==> config.mk <==
export PLATFORM = sky130hd
export DESIGN_NAME = pht_update_scheduler
export DESIGN_NICKNAME = d
export VERILOG_FILES = /design/src/rtl/pht_update_scheduler_pkg.sv /design/src/rtl/pht_update_queue.sv /design/src/rtl/pht_update_scheduler.sv
export SDC_FILE = /design/constraint.sdc
export NUM_CORES = 1
export LEC_CHECK = 0
export CAP_MARGIN = 25
export CORE_MARGIN = 10
export CORE_UTILIZATION = 39
export DETAILED_ROUTE_END_ITERATION = 8
export GPL_TIMING_DRIVEN = 0
export PLACE_DENSITY_LB_ADDON = 0.05
export SYNTH_ARGS = -nofsm -noshare
export SYNTH_HDL_FRONTEND = slang
export SYNTH_SLANG_ARGS = --single-unit
==> constraint.sdc <==
create_clock -name clk -period 3.43 [get_ports clk]
set_input_delay 0.8575 -clock clk [delete_from_list [all_inputs] [get_ports clk]]
set_output_delay 0.8575 -clock clk [all_outputs]
set_load 0.02 [all_outputs]
==> src/rtl/pht_update_scheduler_pkg.sv <==
// Shared fetch-unit PHT types: index/entry paths, queue entry,
// bank-conflict check and saturating counter update.
package pht_update_scheduler_pkg;

  localparam int PHT_ENTRY_NUM = 256;
  localparam int PHT_ENTRY_NUM_BIT_WIDTH = $clog2(PHT_ENTRY_NUM);
  localparam int PHT_BANK_NUM = 2;
  localparam int PHT_BANK_NUM_BIT_WIDTH = $clog2(PHT_BANK_NUM);
  localparam int PHT_QUEUE_SIZE = 32;
  localparam int PHT_QUEUE_SIZE_BIT_WIDTH = $clog2(PHT_QUEUE_SIZE);
  localparam logic [1:0] PHT_ENTRY_MAX = 2'd3;

  typedef logic [PHT_ENTRY_NUM_BIT_WIDTH-1:0] PHT_IndexPath;
  typedef logic [1:0] PHT_EntryPath;
  typedef logic [PHT_QUEUE_SIZE_BIT_WIDTH-1:0] PhtQueuePointerPath;

  typedef struct packed {
    PHT_IndexPath index;
    PHT_EntryPath value;
  } PhtQueueEntry;

  typedef enum logic {
    INIT,
    RUN
  } PhtUpdateState;

  // Banks are interleaved on the low index bits.
  function automatic logic IsBankConflict(
    input PHT_IndexPath a,
    input PHT_IndexPath b
  );
    return a[PHT_BANK_NUM_BIT_WIDTH-1:0] == b[PHT_BANK_NUM_BIT_WIDTH-1:0];
  endfunction

  function automatic PHT_EntryPath PhtCounterUpdate(
    input PHT_EntryPath prev,
    input logic taken
  );
    if (taken)
      return (prev == PHT_ENTRY_MAX) ? PHT_ENTRY_MAX : prev + 2'd1;
    else
      return (prev == 2'd0) ? 2'd0 : prev - 2'd1;
  endfunction

endpackage

==> src/rtl/pht_update_queue.sv <==
// Circular FIFO of pending PHT writes with head/tail/count
// and full/empty flags.
module pht_update_queue
  import pht_update_scheduler_pkg::*;
#(
  parameter int DEPTH = PHT_QUEUE_SIZE
) (
  input  logic clk,
  input  logic rst,
  input  logic enq,
  input  PhtQueueEntry enqData,
  input  logic deq,
  output PhtQueueEntry headData,
  output logic [$clog2(DEPTH):0] count,
  output logic full,
  output logic empty
);

  localparam int PW = $clog2(DEPTH);

  PhtQueueEntry mem [DEPTH];
  logic [PW-1:0] head;
  logic [PW-1:0] tail;

  always_ff @(posedge clk) begin
    if (enq) mem[tail] <= enqData;
  end

  // Power-of-two depth lets the pointers wrap naturally.
  always_ff @(posedge clk) begin
    if (rst) begin
      head  <= '0;
      tail  <= '0;
      count <= '0;
    end else begin
      if (enq) tail <= tail + 1'b1;
      if (deq) head <= head + 1'b1;
      if (enq && !deq)
        count <= count + 1'b1;
      else if (!enq && deq)
        count <= count - 1'b1;
    end
  end

  assign headData = mem[head];
  assign full     = (count == (PW+1)'(DEPTH));
  assign empty    = (count == '0);

endmodule

==> src/rtl/pht_update_scheduler.sv <==
// Sequences PHT writes: reset-time init sweep, then queued
// commit-side counter updates deferred around fetch bank conflicts.
module pht_update_scheduler
  import pht_update_scheduler_pkg::*;
#(
  parameter int QUEUE_DEPTH = PHT_QUEUE_SIZE,
  parameter int STALL_THRESHOLD = 28,
  parameter PHT_EntryPath PHT_INIT_VALUE = 2'b01,
  parameter int PHT_ENTRIES = PHT_ENTRY_NUM
) (
  input  logic clk,
  input  logic rst,
  input  logic brValid,
  input  logic brIsCondBr,
  input  logic brExecTaken,
  input  PHT_IndexPath brPhtIndex,
  input  PHT_EntryPath brPhtPrevValue,
  input  logic fetchReadValid,
  input  PHT_IndexPath fetchReadIndex,
  output logic phtWE,
  output PHT_IndexPath phtWA,
  output PHT_EntryPath phtWV,
  output logic initBusy,
  output logic stallFetch,
  output logic [15:0] dropCount
);

  localparam int CW = $clog2(QUEUE_DEPTH) + 1;
  localparam PHT_IndexPath LAST_INDEX = PHT_IndexPath'(PHT_ENTRIES - 1);

  PhtUpdateState state;
  PHT_IndexPath sweepPtr;
  PhtQueueEntry enqEntry;
  PhtQueueEntry headEntry;
  logic [CW-1:0] count;
  logic enqReq, enq, deq, full, empty, conflict;

  assign enqReq   = brValid && brIsCondBr;
  assign enqEntry = '{index: brPhtIndex,
                      value: PhtCounterUpdate(brPhtPrevValue, brExecTaken)};
  assign conflict = fetchReadValid
                 && IsBankConflict(headEntry.index, fetchReadIndex);
  assign deq = !rst && (state == RUN) && !empty && !conflict;
  // A full queue still accepts when the head leaves this cycle.
  assign enq = !rst && enqReq && (!full || deq);

  pht_update_queue #(
    .DEPTH(QUEUE_DEPTH)
  ) u_queue (
    .clk     (clk),
    .rst     (rst),
    .enq     (enq),
    .enqData (enqEntry),
    .deq     (deq),
    .headData(headEntry),
    .count   (count),
    .full    (full),
    .empty   (empty)
  );

  always_ff @(posedge clk) begin
    if (rst) begin
      state     <= INIT;
      sweepPtr  <= '0;
      dropCount <= '0;
    end else begin
      if (state == INIT) begin
        sweepPtr <= sweepPtr + 1'b1;
        if (sweepPtr == LAST_INDEX) state <= RUN;
      end
      if (enqReq && full && !deq && dropCount != 16'hFFFF)
        dropCount <= dropCount + 16'd1;
    end
  end

  always_comb begin
    phtWE = deq;
    phtWA = headEntry.index;
    phtWV = headEntry.value;
    if (state == INIT) begin
      phtWE = !rst;
      phtWA = sweepPtr;
      phtWV = PHT_INIT_VALUE;
    end
  end

  assign initBusy   = rst || (state == INIT);
  assign stallFetch = initBusy || (count >= CW'(STALL_THRESHOLD));

endmodule

==> reports/summary.rpt, run 1 <==
================================================================================
Status                                                              finished, violations left
Failing checks                                                      setup timing
Maximum clock rate                                                     0.263 GHz
Total of flip-flops plus latches after synthesis                             366
Final weighted congestion in routability-driven placement                  0.828
Ranking of synthesized cells by instance count                      sky130_fd_sc_hd__edfxtp_1 (320), sky130_fd_sc_hd__mux4_2 (90), sky130_fd_sc_hd__nor2_1 (69)
Worst reg2reg endpoint                                              u_queue.count[5]
Hold_ws                                                                 0.458 ns
Endpoint required time on the critical path                              2.57 ns
Number of flip-flops in the largest register                                 320
Clk tree area frac                                                         6.30%
Count of library flops with an enable pin                                    320
Actual transition at the worst max-transition pin                       0.777 ns
Count of port buffers added during placement                                  44
Post-detailed-placement half-perimeter wirelength                        25.5 mm
Share of final layout cell area taken by non-clock buffers                 8.57%
Share of cell area taken by muxes after synthesis                          16.2%
Count of synthesis-stage warnings from yosys                                   0
Classification of the worst setup path                                   reg2out
Ratio of cells with drive above 1 in the final layout                      34.0%
Crit. End Element                                                    output port
Top area cells in the synthesized netlist                           sky130_fd_sc_hd__edfxtp_1 (65%), sky130_fd_sc_hd__mux4_2 (14%), sky130_fd_sc_hd__dfxtp_1 (6.2%)
Largest delay share family, worst path                              multiplexers
Buffers inserted during post-CTS setup optimization                           28
Number of antenna violations at the first check in global routing              0
Cell area after synthesis                                            14800 sq um
CP max stage delay                                                       0.60 ns
Site row count                                                                71
Number of max-cap violations                                                   0
Tally of clock buffers in the finished layout                                 48
Tcrit/Tclk final                                                            111%
Chip area estimate from yosys synthesis                              14800 sq um
Logic area                                                            4600 sq um
Number of instances in the synthesized netlist                               813
Area growth, synth to finish                                               26.0%
Antenna fix cells                                                              0
Number of cells on the worst hold path                                         1
H-tree level count                                                             2
Multi-input gates                                                            394
Number of detailed-routing iterations run before antenna repair                5
Register fraction of the total cell area                                   56.7%
Number of warning messages in the logs                                        38
Crit start category                                                     register
Internal                                                                 7.23 mW
Reg-to-reg slack, setup                                                 -0.24 ns
Vias in the first global route                                              8285
Power in the clock group                                                 3.90 mW
Final Setup Violations                                                        12
Via count of the routed design                                              8067
Worst path setup slack after routing                                   -0.370 ns
Slew Limit Headroom                                                        48.1%
Fraction of the yosys area taken by sequential cells                       71.3%
Met1 track demand over resource in global routing                          21.7%
================================================================================
run_1/metal_stack.png
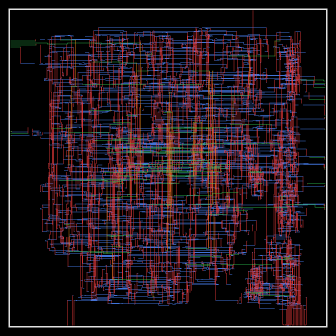
[green] met3 | wire length: 1960 um
[orange] met4 | wire length: 1220 um
[blue] met1 | wire length: 16800 um
[red] met2 | wire length: 17700 um

run_1/final_congestion.png
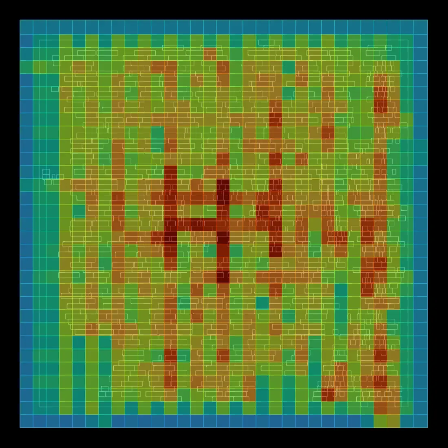
GR Util met2: 24.6%
met3 Track Usage GR: 2.74%
total global routing track utilization: 15.9%
layer with the highest usage after global routing: met2

run_1/density.png
21 x 21 tiles, from white (low) to dark blue (high), 0 to 100% covered.
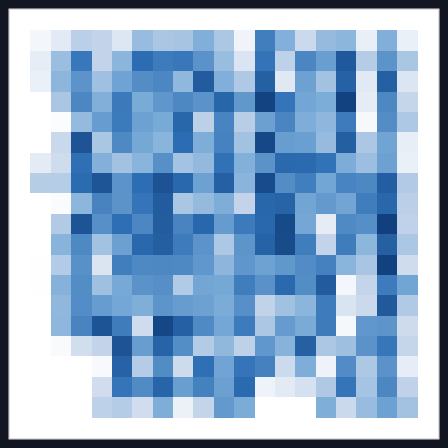
fullest tile: 93%
nearly empty tiles: 24%
densest ninth of the die: center

## Run 2: what changed since run 1
--- a/config.mk
+++ b/config.mk
@@ -6,8 +6,10 @@
 export NUM_CORES = 1
 export LEC_CHECK = 0
 export CAP_MARGIN = 25
+export CELL_PAD_IN_SITES_DETAIL_PLACEMENT = 0
+export CELL_PAD_IN_SITES_GLOBAL_PLACEMENT = 1
 export CORE_MARGIN = 10
-export CORE_UTILIZATION = 39
+export CORE_UTILIZATION = 42
 export DETAILED_ROUTE_END_ITERATION = 8
 export GPL_TIMING_DRIVEN = 0
 export PLACE_DENSITY_LB_ADDON = 0.05
run_2/met2.png
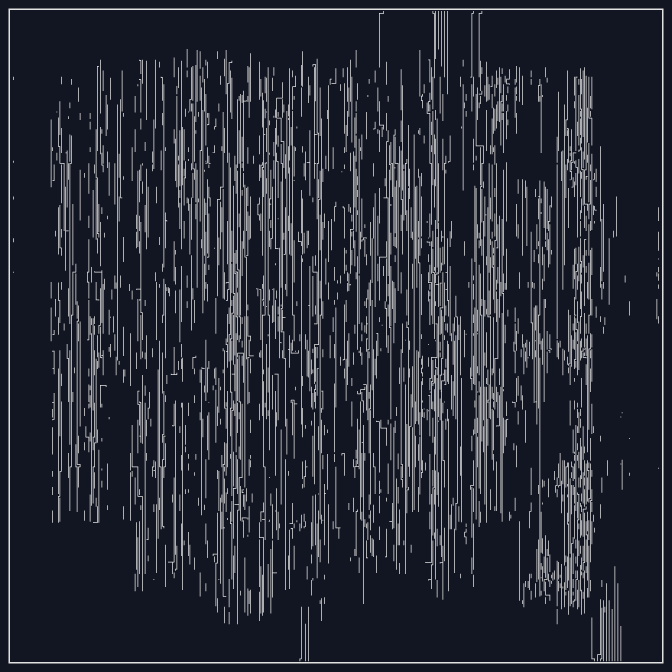
nets with wire on the layer: 897
wire length on this layer: 18000 um
main direction: vertical
longest straight run: 119 um
share of all routed wire: 51%
total length of routed wires: 35.4 mm
via count of the routed design: 7982
GR Util met2: 27.0%

==> run 2 against run 1 <==
The run still ends with setup timing left. Synthesized cell count stayed put. Non-clock buffer count up 4. Cell count shrank 3.1%. Register-to-register slack about the same. Global-route usage increased by 0.20 points. First-iteration DRC count fell by 17%. Critical path depth did not move. Via count down 1.1%. Clock-buffer cell count fell by 1. Design area decreased by 0.90%. Clock power rose by 6.4%. Highest routed layer unchanged.
==> reports/summary.rpt, run 2 <==
================================================================================
H-tree level count                                                             2
Post-detailed-placement half-perimeter wirelength                        24.0 mm
Number of antenna violations at the first check in global routing              0
Register fraction of the total cell area                                   57.2%
Ranking of synthesized cells by instance count                      sky130_fd_sc_hd__edfxtp_1 (320), sky130_fd_sc_hd__mux4_2 (90), sky130_fd_sc_hd__nor2_1 (69)
Sequential power share                                                     52.4%
Chip area estimate from yosys synthesis                              14800 sq um
Most used logic cell in the final layout                            sky130_fd_sc_hd__edfxtp_1
Antenna fix cells                                                              0
Relative contribution of the clock network to total power                  44.6%
Final weighted congestion in routability-driven placement                  0.777
Share of cell area taken by muxes after synthesis                          16.2%
Status                                                              finished, violations left
Reg-to-reg slack, setup                                                 -0.24 ns
Number of cells on the worst hold path                                         1
Worst path setup slack after routing                                   -0.375 ns
Number of detailed-routing iterations run before antenna repair                5
Count of antenna-violating nets left after detailed routing                    0
Met3 Track Usage GR                                                        2.48%
Slew Limit Headroom                                                        31.8%
Highest net fanout along the worst path                                        8
Cell area after synthesis                                            14800 sq um
Floorplan net count                                                          850
Tally of clock buffers in the finished layout                                 47
Power in the clock group                                                 4.15 mW
Most instantiated flip-flop cell in the synthesis netlist           sky130_fd_sc_hd__edfxtp_1
Classification of the worst setup path                                   reg2out
Highest metal layer with signal wires                                       met4
Failing checks                                                      setup timing
Area growth, synth to finish                                               24.9%
Number of instances in the synthesized netlist                               813
Multi-input gates                                                            394
Share of final layout cell area taken by non-clock buffers                 8.86%
Maximum clock rate                                                     0.263 GHz
Site row count                                                                68
Total of flip-flops plus latches after synthesis                             366
Number of max-cap violations                                                   0
Tcrit/Tclk final                                                            111%
Count of synthesis-stage warnings from yosys                                   0
Power density over the cells                                         505 nW/um^2
Number of warning messages in the logs                                        38
Worst reg2reg endpoint                                              u_queue.count[5]
Final core utilization                                                     53.2%
Layer with the highest usage after global routing                           met2
Crit. End Element                                                    output port
Final Setup Violations                                                        13
Worst Path Buf+Inv                                                             3
Logic area                                                            4360 sq um
Met1 track demand over resource in global routing                          21.1%
Ratio of cells with drive above 1 in the final layout                      31.6%
Largest delay share family, worst path                              multiplexers
Top area cells in the synthesized netlist                           sky130_fd_sc_hd__edfxtp_1 (65%), sky130_fd_sc_hd__mux4_2 (14%), sky130_fd_sc_hd__dfxtp_1 (6.2%)
Buffers inserted during post-CTS setup optimization                           13
Internal                                                                 7.41 mW
Clk tree area frac                                                         6.93%
Crit start category                                                     register
Worst min-delay path class                                               reg2reg
IO Count                                                                      53
Number of flip-flops in the largest register                                 320
Total combinational power                                                 285 uW
First-pass GRT wire length                                               52.7 mm
Fraction of the yosys area taken by sequential cells                       71.3%
Count of library flops with an enable pin                                    320
Count of port buffers added during placement                                  44
CP max stage delay                                                       0.59 ns
Actual transition at the worst max-transition pin                        1.02 ns
Endpoint required time on the critical path                              2.57 ns
Hold_ws                                                                 0.466 ns
================================================================================
run_2/gate_families.png
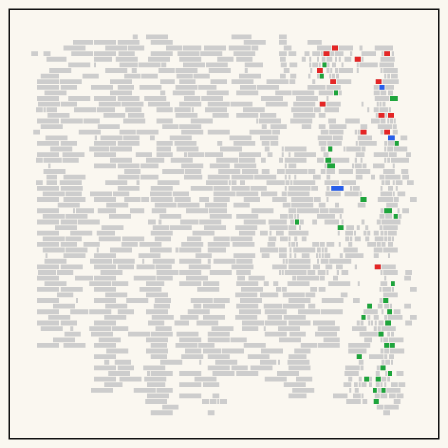
[red] XOR/XNOR gates | cells: 13 | where: north-east
[blue] AND-OR and OR-AND gates | cells: 3
[green] AND and OR gates | cells: 30 | where: a vertical strip on the right
count of non-filler cells in the finished layout: 1449
multi-input logic portion of the cell area: 23.7%

No activity file was given, so power comes from the tool's default toggle rates.
